--- config.mk ---
export PLATFORM = sky130hd
export DESIGN_NAME = seq_fx_multiplier
export DESIGN_NICKNAME = d
export VERILOG_FILES = /design/src/rtl/seq_fx_multiplier.sv
export SDC_FILE = /design/constraint.sdc
export NUM_CORES = 1
export LEC_CHECK = 0
export ABC_AREA = 1
export CORE_MARGIN = 1
export CORE_UTILIZATION = 37
export DETAILED_ROUTE_END_ITERATION = 6
export SYNTH_ARGS = -nofsm -noshare
export SYNTH_HDL_FRONTEND = slang
export SYNTH_SLANG_ARGS = --single-unit
--- constraint.sdc ---
create_clock -name clk -period 3.5 [get_ports clk]
set_input_delay 1.05 -clock clk [delete_from_list [all_inputs] [get_ports clk]]
set_output_delay 1.05 -clock clk [all_outputs]
set_load 0.1 [all_outputs]
--- src/rtl/seq_fx_multiplier.sv ---
// Iterative radix-2 shift-add multiplier: signed/unsigned per operation, fixed-point result
// extraction (fx_final, since "final" is reserved) with overflow flag. Optional macro: SATURATE_EN.
module seq_fx_multiplier #(
    parameter int WIDTH     = 32,
    parameter int FRAC_BITS = 0
) (
    input  logic               clk,
    input  logic               rst,
    input  logic               in_valid,
    output logic               in_ready,
    input  logic               is_signed,
    input  logic [WIDTH-1:0]   multicand,
    input  logic [WIDTH-1:0]   multiplier,
    output logic               out_valid,
    input  logic               out_ready,
    output logic [2*WIDTH-1:0] product,
    output logic [WIDTH-1:0]   fx_final,
    output logic               overflow
);

    localparam int CNT_W   = $clog2(WIDTH + 1);
    localparam int SHIFT_S = FRAC_BITS + WIDTH - 1;
    localparam int SHIFT_U = FRAC_BITS + WIDTH;

    typedef enum logic [1:0] {
        IDLE,
        BUSY,
        DONE
    } state_t;

    state_t               state;
    state_t               next_state;
    logic [CNT_W-1:0]     counter;
    logic [2*WIDTH-1:0]   mcand_sh;
    logic [WIDTH-1:0]     mplier;
    logic [2*WIDTH-1:0]   acc;
    logic                 sign_q;
    logic                 signed_q;

    logic                 accept;
    logic                 last_bit;
    logic [WIDTH-1:0]     mag_a;
    logic [WIDTH-1:0]     mag_b;
    logic [2*WIDTH-1:0]   acc_next;
    logic [2*WIDTH-1:0]   res_product;
    logic [2*WIDTH-1:0]   hi_signed;
    logic [2*WIDTH-1:0]   hi_unsigned;
    logic [WIDTH-1:0]     res_final;
    logic                 res_ovf;

    assign in_ready  = (state == IDLE);
    assign out_valid = (state == DONE);
    assign accept    = in_valid && in_ready;
    assign last_bit  = (counter == CNT_W'(WIDTH - 1));

    // Magnitudes: the most negative value maps onto itself, which is correct read as unsigned.
    assign mag_a = (is_signed && multicand[WIDTH-1])  ? -multicand  : multicand;
    assign mag_b = (is_signed && multiplier[WIDTH-1]) ? -multiplier : multiplier;

    // NOTE: the state register uses non-blocking assignments so every flop samples
    // pre-edge values; blocking here would create order-dependent simulation races.
    always_ff @(posedge clk) begin
        if (rst) begin
            state <= IDLE;
        end else begin
            state <= next_state;
        end
    end

    // NOTE: next_state gets its default before the case so no path leaves it
    // unassigned, which would otherwise infer a latch.
    always_comb begin
        next_state = state;
        case (state)
            IDLE:    if (in_valid) next_state = BUSY;
            BUSY:    if (last_bit) next_state = DONE;
            DONE:    if (out_ready) next_state = IDLE;
            default: next_state = IDLE;
        endcase
    end

    // Result path: the final partial sum is sign-corrected and sliced before it is registered.
    always_comb begin
        acc_next    = acc + (mplier[0] ? mcand_sh : '0);
        res_product = sign_q ? -acc_next : acc_next;
        hi_signed   = $signed(res_product) >>> SHIFT_S;
        hi_unsigned = res_product >> SHIFT_U;
        res_ovf     = signed_q ? !((hi_signed == '0) || (hi_signed == '1))
                               : (hi_unsigned != '0);
        res_final   = res_product[FRAC_BITS +: WIDTH];
`ifdef SATURATE_EN
        if (res_ovf) begin
            if (!signed_q) begin
                res_final = '1;
            end else if (res_product[2*WIDTH-1]) begin
                res_final = {1'b1, {(WIDTH-1){1'b0}}};
            end else begin
                res_final = {1'b0, {(WIDTH-1){1'b1}}};
            end
        end
`endif
    end

    always_ff @(posedge clk) begin
        if (rst) begin
            counter  <= '0;
            mcand_sh <= '0;
            mplier   <= '0;
            acc      <= '0;
            sign_q   <= 1'b0;
            signed_q <= 1'b0;
            product  <= '0;
            fx_final <= '0;
            overflow <= 1'b0;
        end else begin
            case (state)
                IDLE: begin
                    if (accept) begin
                        mcand_sh <= {{WIDTH{1'b0}}, mag_a};
                        mplier   <= mag_b;
                        acc      <= '0;
                        counter  <= '0;
                        sign_q   <= is_signed & (multicand[WIDTH-1] ^ multiplier[WIDTH-1]);
                        signed_q <= is_signed;
                    end
                end
                BUSY: begin
                    acc      <= acc_next;
                    mcand_sh <= mcand_sh << 1;
                    mplier   <= mplier >> 1;
                    counter  <= counter + 1'b1;
                    if (last_bit) begin
                        product  <= res_product;
                        fx_final <= res_final;
                        overflow <= res_ovf;
                    end
                end
                default: ;
            endcase
        end
    end

endmodule

### Routing congestion

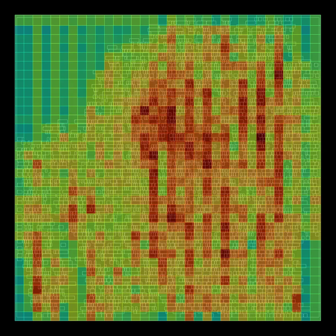
met3 Use GR: 2.75%
Post-Route Utilization: 54.5%

### Wiring by layer

(1.5 px per um)
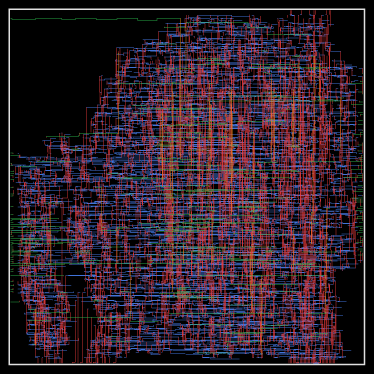
legend:
  orange:
    layer: M4
    wire_length: 1,850 um
  blue:
    layer: M1
    wire_length: 35.6 mm
  red:
    layer: M2
    wire_length: 31.6 mm
  green:
    layer: M3
    wire_length: 4,360 um
routed vias: 24.2k
routed len/inst: 14.7 um
GRT Resource Usage Total: 25.6%
final WL: 73.4 mm

==> reports/results.tsv <==
stage	metric	value	unit
drt	DRT iter0 DRCs	1814	
floorplan	CORE AREA	53900	um2
layout	area growth from synthesis to final layout	45.3	%
floorplan	Chip Area	55600	um2
layout	Layout Nets	4429	
logic_synthesis	Seq share, synth	23.3	%
power_and_ir_drop	PwrDens	253	nW/um2
sta	final setup vio count	9	
sta	fin. max-slew vios	0	
logic_synthesis	yosys warning tally	0	
critical_path	Slowest Stage Delay on Critical Path	0.38	ns
placed_design	cell count after placement	4909	
clock_tree	CTS sink cnt	235	
clock_tree	Root Buffer	clkbuf_16	
power_and_ir_drop	sw frac	30.1	%
layout	Logic cell area	14700	um2
logic_synthesis	Post-synth EDFFs	0	
clock_tree	Setup Fix Bufs, Post-CTS	23	
drt	drt drc	0	
critical_path	Crit-path slowest cell	dfxtp_4	
drt	Vias/cell	4.83	
logic_synthesis	Post-synth ARST share	0	%
run_status	failing checks	setup timing	
sta	post-layout period usage	110	%
critical_path	type of element launching the critical path	flop	
global_route	grt total ovfl	0	
logic_synthesis	Registers, synthesis	235	
power_and_ir_drop	clock share of power	39.1	%
critical_path	critical path's top delay family	simple AND/OR/NAND/NOR gates	
clock_tree	Num CTS Buffers	28	
drt	Routed Antenna Nets	0	
sta	minimum clock period	3.84	ns
clock_tree	cts repair resizes	225	
logic_synthesis	cells after synthesis	3644	
logic_synthesis	Top FF cell, synth	dfxtp_1	
run_status	status	finished, violations left	
job	MaxCap Viol Count	0	
clock_tree	Max clock buf depth	3	
critical_path	critical path peak fanout	6	
power_and_ir_drop	internal power	0.00519	W
sta	Max Fclk	0.260	GHz
clock_tree	CTS tree	built	
drt	TritonRoute pass-1 iters	5	
critical_path	reg2reg end	overflow	
critical_path	most frequent CP cell	nand2_1	
sta	Setup WS post-layout	-0.345	ns
sta	unrepaired setup endpoints after global routing	true	
sta	clk_skew	0.0410	ns
### M4 wires

(1.5 px per um)
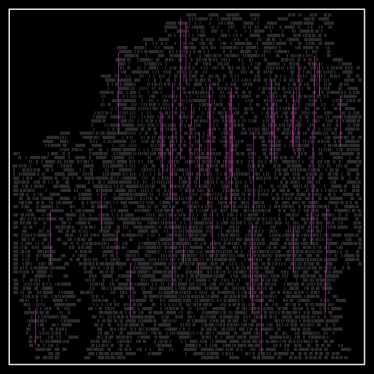
share of all routed wire: 2.5%
nets with wire on the layer: 34
longest straight run: 93.8 um
wire length on this layer: 1,850 um
main direction: vertical

### Zoomed window

Window x 167 to 187, y 49 to 69 um. Cells in gray, sequential cells in the stronger gray; small squares are vias.
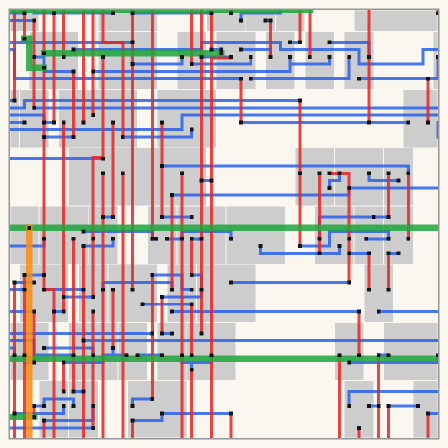
legend:
  red:
    layer: M2
  orange:
    layer: M4
  green:
    layer: M3
  blue:
    layer: M1
most frequent: nand2_1 (15), nand2_2 (8), buf_4 (5)
sequential cells in the window: 0
cells with their middle in the window: 40

## sequential cells by signal, indices dropped and copies added, names as in the netlist
name	flops
counter	6
overflow	1
sign_q	1
acc	64
product	64
mcand_sh	64
signed_q	1
mplier	32
state	2
## power by group through the flow
stage               logic [W]  registers, W  clock network (W)
finish                0.00173       0.00279            0.00291
global route          0.00189       0.00280            0.00309
CTS                   0.00159       0.00279            0.00299
detailed placement    0.00145       0.00285                  0
global placement      0.00145       0.00285                  0
floorplan            0.000810       0.00283                  0
## layout by cell type (no fill, tap or decap), drive strengths merged, types with 59 or more instances in the layout
cell,n
clkdlybuf4s50,59
a21oi,213
o21ai,115
nand3,251
dfxtp,235
nand2,1461
ha,67
inv,590
a31oi,68
buf,690
nor2,298
## logic make-up after synthesis
family / Yosys count / share of synthesized area (%)
compound gates: 455 / 12.6
xor+xnor: 27 / 1.17
fa+ha+maj: 68 / 4.24
buf+inv: 727 / 14.3
flops: 235 / 23.3
simple gates: 2132 / 44.4
## worst min path at each step
| stage | slack, ns | startpoint | end | cells past startpoint |
|---|---|---|---|---|
| final | 0.46 | mcand_sh[63] | mcand_sh[63] | 2 |
| after CTS | 0.47 | mcand_sh[63] | mcand_sh[63] | 2 |
| after global routing | 0.49 | mcand_sh[63] | mcand_sh[63] | 2 |
| after global placement | 0.46 | mcand_sh[63] | mcand_sh[63] | 2 |
| after detailed placement | 0.46 | mcand_sh[63] | mcand_sh[63] | 2 |
| after floorplan | 0.44 | mcand_sh[63] | mcand_sh[63] | 2 |
## area by class of cell
class | instances | share of cell area, %
Clock buffer | 39 | 2.80
Clock inverter | 9 | 0.311
Inverter | 588 | 7.51
Multi-Input combinational cell | 2682 | 50.0
Sequential cell | 235 | 16.0
Tap cell | 696 | 2.96
Timing Repair Buffer | 757 | 20.4
## Yosys cell counts, types with 15 or more instances
cell type | count | area, um2
nand2_1 | 1405 | 5270
inv_1 | 574 | 2150
nor2_1 | 258 | 968
nand3_1 | 236 | 1180
dfxtp_1 | 235 | 4700
a21oi_1 | 213 | 1070
o21ai_0 | 106 | 531
clkbuf_1 | 88 | 330
a31oi_1 | 68 | 425
ha_1 | 67 | 838
nand2_2 | 55 | 344
nand4_1 | 46 | 288
nor3_1 | 37 | 185
nor2_2 | 33 | 206
buf_4 | 32 | 240
o21bai_1 | 32 | 240
nand3_2 | 15 | 150
## stage by stage
step | hold WS, ns | area, um2 | setup TNS (ns) | power (W) | utilization [%]
detailed placement | 0.458 | 26000 | -19.52 | 0.00430 | 48.2
global placement | 0.457 | 26000 | -16.98 | 0.00429 | 48.2
CTS | 0.465 | 28100 | -0.878 | 0.00737 | 52.0
finish | 0.461 | 29400 | -0.962 | 0.00743 | 54.5
floorplan | 0.441 | 20200 | -0.108 | 0.00364 | -
global route | 0.490 | 29400 | -4.75 | 0.00778 | 54.5
## layer usage
layer / share of wire, % / vias to the layer above / global-route usage (%)
met4: 2.5 / 0 / 6.58
met2: 43 / 678 / 40.0
met5: 0 / - / 0
li1: - / 12700 / -
met1: 48 / 10700 / 37.1
met3: 5.9 / 95 / 2.75
## tightest hold or removal path, cell delays in order, from the launching register on
cell and delay, ns:
dfxtp_1 0.31, nand2_1 0.06, a21oi_1 0.05
No activity file was given, so power comes from the tool's default toggle rates.
